### Where the registers sit

Other sequential cells in the stronger gray, the rest of the logic in the fainter gray.
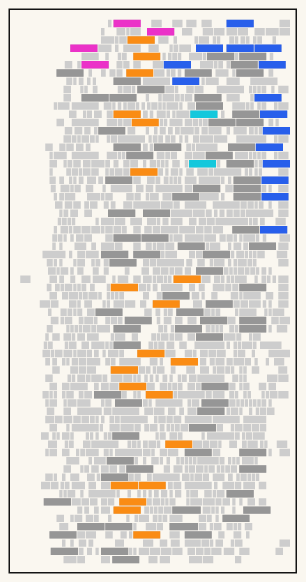
### Logic cells by family

Scale bar: 20 µm.
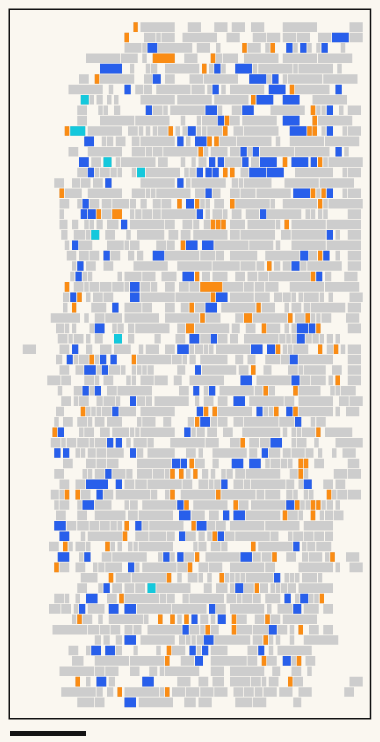
### Routed metal, one color a layer

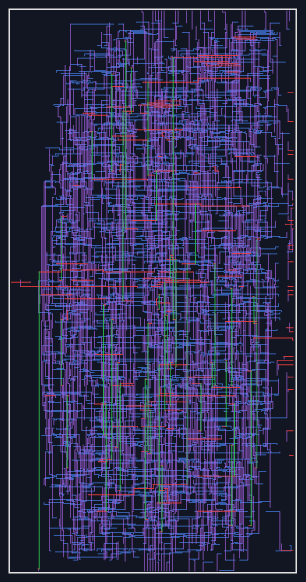
[src/rtl/pi_estimate_accumulator_pkg.sv]
// Shared definitions for the Monte Carlo pi simulator: datapath widths,
// circle geometry and the accumulator state encoding.
package pi_sim_pkg;

  localparam int unsigned CNT_W     = 20;
  localparam int unsigned FRAC_BITS = 12;
  localparam int unsigned PI_W      = FRAC_BITS + 3;
  localparam int unsigned COORD_W   = 16;

  // Largest coordinate squared; a point is inside when x^2 + y^2 <= this.
  localparam logic [2*COORD_W-1:0] CIRCLE_RADIUS_SQUARED = 32'hFFFE_0001;

  typedef enum logic [1:0] {
    S_IDLE   = 2'd0,
    S_ACCUM  = 2'd1,
    S_DIVIDE = 2'd2,
    S_DONE   = 2'd3
  } pi_state_e;

endpackage

[src/rtl/pi_estimate_accumulator_divider.sv]
// Restoring serial divider producing Q_W quotient bits MSB first, one per cycle.
// The caller guarantees the true quotient fits in Q_W bits.
module serial_divider #(
  parameter int unsigned NUM_W = 34,
  parameter int unsigned DEN_W = 20,
  parameter int unsigned Q_W   = 15
) (
  input  logic             clk,
  input  logic             reset_n,
  input  logic             start,
  input  logic [NUM_W-1:0] numerator,
  input  logic [DEN_W-1:0] denominator,
  output logic             busy,
  output logic             done,
  output logic [Q_W-1:0]   quotient,
  output logic [DEN_W-1:0] remainder
);

  localparam int unsigned CNT_BITS = $clog2(Q_W + 1);

  logic                busy_q, busy_d;
  logic                done_q, done_d;
  logic [CNT_BITS-1:0] cnt_q, cnt_d;
  logic [DEN_W-1:0]    rem_q, rem_d;
  logic [DEN_W-1:0]    den_q, den_d;
  logic [Q_W-1:0]      sh_q, sh_d;

  logic [DEN_W:0]      trial;
  logic [DEN_W:0]      diff;
  logic                fits;

  always_comb begin
    trial  = {rem_q, sh_q[Q_W-1]};
    diff   = trial - {1'b0, den_q};
    fits   = (trial >= {1'b0, den_q});
    busy_d = busy_q;
    done_d = 1'b0;
    cnt_d  = cnt_q;
    rem_d  = rem_q;
    den_d  = den_q;
    sh_d   = sh_q;
    if (start && !busy_q) begin
      busy_d = 1'b1;
      cnt_d  = CNT_BITS'(Q_W);
      // Upper numerator bits seed the remainder; only Q_W iterations remain.
      rem_d  = DEN_W'(numerator >> Q_W);
      sh_d   = numerator[Q_W-1:0];
      den_d  = denominator;
    end else if (busy_q) begin
      rem_d = fits ? diff[DEN_W-1:0] : trial[DEN_W-1:0];
      sh_d  = {sh_q[Q_W-2:0], fits};
      cnt_d = cnt_q - 1'b1;
      if (cnt_q == CNT_BITS'(1)) begin
        busy_d = 1'b0;
        done_d = 1'b1;
      end
    end
  end

  always_ff @(posedge clk or negedge reset_n) begin
    if (!reset_n) begin
      busy_q <= 1'b0;
      done_q <= 1'b0;
      cnt_q  <= '0;
      rem_q  <= '0;
      den_q  <= '0;
      sh_q   <= '0;
    end else begin
      busy_q <= busy_d;
      done_q <= done_d;
      cnt_q  <= cnt_d;
      rem_q  <= rem_d;
      den_q  <= den_d;
      sh_q   <= sh_d;
    end
  end

  assign busy      = busy_q;
  assign done      = done_q;
  assign quotient  = sh_q;
  assign remainder = rem_q;

endmodule

[src/rtl/pi_estimate_accumulator.sv]
// Counts accepted samples and inside-circle hits over a batch, then derives
// pi ~= 4*hits/total in unsigned fixed point via a serial divider.
module pi_estimate_accumulator #(
  parameter int unsigned CNT_W      = pi_sim_pkg::CNT_W,
  parameter int unsigned BATCH_SIZE = 65536,
  parameter int unsigned FRAC_BITS  = pi_sim_pkg::FRAC_BITS
) (
  input  logic                 clk,
  input  logic                 reset_n,
  input  logic                 start,
  input  logic                 stop_req,
  input  logic                 sample_valid,
  input  logic                 is_inside,
  output logic                 sample_ready,
  output logic                 busy,
  output logic [CNT_W-1:0]     hit_count,
  output logic [CNT_W-1:0]     total_count,
  output logic [FRAC_BITS+2:0] pi_est,
  output logic                 result_valid,
  output logic                 done
);

  import pi_sim_pkg::*;

  localparam int unsigned RES_W = FRAC_BITS + 3;
  localparam int unsigned NUM_W = CNT_W + FRAC_BITS + 2;
  localparam logic [CNT_W-1:0] BATCH_LIMIT = CNT_W'(BATCH_SIZE);

  pi_state_e        state_q, state_d;
  logic [CNT_W-1:0] hit_q, hit_d;
  logic [CNT_W-1:0] total_q, total_d;
  logic [RES_W-1:0] pi_q, pi_d;
  logic             rv_q, rv_d;
  logic             done_q, done_d;

  logic             div_start;
  logic [NUM_W-1:0] div_num;
  logic             div_busy;
  logic             div_done;
  logic [RES_W-1:0] div_quo;
  logic [CNT_W-1:0] div_rem;

  always_comb begin
    state_d   = state_q;
    hit_d     = hit_q;
    total_d   = total_q;
    pi_d      = pi_q;
    rv_d      = rv_q;
    done_d    = 1'b0;
    div_start = 1'b0;
    case (state_q)
      S_IDLE, S_DONE: begin
        if (start) begin
          state_d = S_ACCUM;
          hit_d   = '0;
          total_d = '0;
          pi_d    = '0;
          rv_d    = 1'b0;
        end
      end
      S_ACCUM: begin
        if (sample_valid) begin
          total_d = total_q + 1'b1;
          hit_d   = hit_q + CNT_W'(is_inside);
        end
        // Exit decisions use post-update counts so a same-cycle sample is kept.
        if ((total_d == BATCH_LIMIT) || stop_req) begin
          if (total_d == '0) begin
            state_d = S_DONE;
            pi_d    = '0;
            rv_d    = 1'b1;
            done_d  = 1'b1;
          end else begin
            state_d   = S_DIVIDE;
            div_start = 1'b1;
          end
        end
      end
      S_DIVIDE: begin
        if (div_done) begin
          state_d = S_DONE;
          pi_d    = div_quo;
          rv_d    = 1'b1;
          done_d  = 1'b1;
        end
      end
      default: state_d = S_IDLE;
    endcase
  end

  assign div_num = NUM_W'(hit_d) << (FRAC_BITS + 2);

  serial_divider #(
    .NUM_W(NUM_W),
    .DEN_W(CNT_W),
    .Q_W  (RES_W)
  ) u_div (
    .clk        (clk),
    .reset_n    (reset_n),
    .start      (div_start),
    .numerator  (div_num),
    .denominator(total_d),
    .busy       (div_busy),
    .done       (div_done),
    .quotient   (div_quo),
    .remainder  (div_rem)
  );

  always_ff @(posedge clk or negedge reset_n) begin
    if (!reset_n) begin
      state_q <= S_IDLE;
      hit_q   <= '0;
      total_q <= '0;
      pi_q    <= '0;
      rv_q    <= 1'b0;
      done_q  <= 1'b0;
    end else begin
      state_q <= state_d;
      hit_q   <= hit_d;
      total_q <= total_d;
      pi_q    <= pi_d;
      rv_q    <= rv_d;
      done_q  <= done_d;
    end
  end

  assign sample_ready = (state_q == S_ACCUM);
  assign busy         = (state_q == S_ACCUM) || (state_q == S_DIVIDE);
  assign hit_count    = hit_q;
  assign total_count  = total_q;
  assign pi_est       = pi_q;
  assign result_valid = rv_q;
  assign done         = done_q;

  a_divide_active: assert property (@(posedge clk) disable iff (!reset_n)
    (state_q == S_DIVIDE) |-> (div_busy || div_done));

  a_rem_bounded: assert property (@(posedge clk) disable iff (!reset_n)
    div_done |-> (div_rem < total_q));

endmodule

[config.mk]
export PLATFORM = sky130hd
export DESIGN_NAME = pi_estimate_accumulator
export DESIGN_NICKNAME = d
export VERILOG_FILES = /design/src/rtl/pi_estimate_accumulator_pkg.sv /design/src/rtl/pi_estimate_accumulator_divider.sv /design/src/rtl/pi_estimate_accumulator.sv
export SDC_FILE = /design/constraint.sdc
export NUM_CORES = 1
export LEC_CHECK = 0
export ABC_AREA = 1
export CORE_ASPECT_RATIO = 2
export CORE_MARGIN = 1.5
export CORE_UTILIZATION = 45
export CTS_BUF_LIST = sky130_fd_sc_hd__clkbuf_16
export CTS_CLUSTER_DIAMETER = 30
export DETAILED_ROUTE_END_ITERATION = 8
export MAX_ROUTING_LAYER = met4
export PLACE_DENSITY = 0.67
export REMOVE_ABC_BUFFERS = 1
export SETUP_SLACK_MARGIN = 0.2
export SYNTH_ARGS = -nofsm -noshare
export SYNTH_HDL_FRONTEND = slang
export SYNTH_SLANG_ARGS = --single-unit
[constraint.sdc]
create_clock -name clk -period 2.2 [get_ports clk]
set_input_delay 0.33 -clock clk [delete_from_list [all_inputs] [get_ports clk]]
set_output_delay 0.33 -clock clk [all_outputs]
set_load 0.02 [all_outputs]
==> Changelog: implementation <==
### Physical design

* Biggest area cells: dfrtp_1 (40%), nand2_1 (11%), inv_1 (6.2%), ha_1 (4.8%), nand3_1 (4.8%)
* Synthesized area per cell at between 7 and 8 µm²
* Tightest Pin Transition at around 530 ps
* Arrival time at the worst endpoint at 2780 ps
* Detail Route met2 WL at roughly 14 mm
* Top Layout Cells: nand2_1 (207), buf_4 (193), dfrtp_1 (118)
* Initial cell density of the core at 46.0%
* Global routing met3 resource utilization at under 10%
* Number of clock sinks at 120
* Worst path buffer plus inverter count at 4
* Final setup slack of the worst path at -275 ps
* Number of violations of the max-capacitance limit at 0
* Fa+ha+maj area frac at 5.12%
* Die extent in y at roughly 190 µm
* Final hold slack at roughly 430 ps
* Global-route wire length before repair at 38.9 mm
* Clock Power at between 2 and 3 mW
* Violations in the final reports: setup timing
* Violation tally from detailed-route iteration zero at about 450
* Signal buffers share of area at a little under a quarter
* Relative slew slack at 64.7%
* Worst-path cell chain: ha_4 > inv_2 > nand2_1 > nand2_1 > nand2_1 > nor2_1 > nand3_1 > nor2_2 > nand2_2 > nor2_4 > nand3_2 > nand2_2 > inv_4 > nand3_4 > clkinv_8 > clkbuf_16 > nand2_4 > nand3_2
* Die width at between 90 and 100 µm
* Post-Route M1 WL at 8.68 mm
* Registers, synthesis at about 120
* CTS root buffer: clkbuf_16
* Late-Pin Clk Latency at roughly 430 ps
* Highest clock frequency the design can meet at 0.404 GHz
* Flop count at roughly 120
* Crit path largest cell delay at 450 ps
* MUX share of area at 0%
* PwrDens at 1600 mW/mm²
* Final setup skew at between 8 and 9 ps
* Cell count after placement at approximately 1400
* Number of hold buffers added after CTS at 1
* Tool warnings at 31
* Run status: finished, violations left
* Remaining antenna violation count at 0
* DPL Wire Length at around 18 mm
* Cell repeated most along the worst path: nand2_1
* Async set-or-reset flop fraction in the synthesized netlist at 100%
* Setup violators final at 79
* Critical-path top delay cell: dfrtp_2
* Power share of the sequential group at around a fifth
* Clk network pwr share at 14.8%
Notes on 'Where the registers sit' above:
| netlist name | color | placed flops |
|---|---|---|
| u_div.cnt_q | magenta | 4 |
| hit_count | orange | 20 |
| state_q | cyan | 2 |
| pi_est | blue | 15 |

Notes on 'Logic cells by family' above:
| family | color | cells | most used |
|---|---|---|---|
| inverting AOI/OAI gates | blue | 172 | o21ai_0 |
| inverters | orange | 130 | inv_1 |
| AND and OR gates | cyan | 7 | or2_2 |
most frequent logic cell in the layout: nand2_1
final non-filler cell total: 1443
fraction of area in multi-input gates: 38.2%

Notes on 'Routed metal, one color a layer' above:
| layer | color | wire length |
|---|---|---|
| met3 | red | 888 µm |
| met2 | purple | 13900 µm |
| met1 | blue | 8680 µm |
| met4 | green | 1360 µm |

final timing paths:
kind	end	from	slack, ps	cells after the start
worst max-delay path	u_div.remainder[7]$_DFFE_PN0P_	total_count[0]$_DFF_PN0_	-270	18
worst min-delay path	total_count[6]$_DFF_PN0_	reset_n	430	2
worst max register to register	u_div.remainder[7]$_DFFE_PN0P_	total_count[0]$_DFF_PN0_	-270	18
worst min register to register	pi_est[6]$_DFFE_PN0P_	pi_est[6]$_DFFE_PN0P_	490	2
max in group asynchronous	u_div.quotient[13]$_DFFE_PN0P_	reset_n	1110	3
min in group clk	pi_est[6]$_DFFE_PN0P_	pi_est[6]$_DFFE_PN0P_	490	2
No activity file was given, so power comes from the tool's default toggle rates.
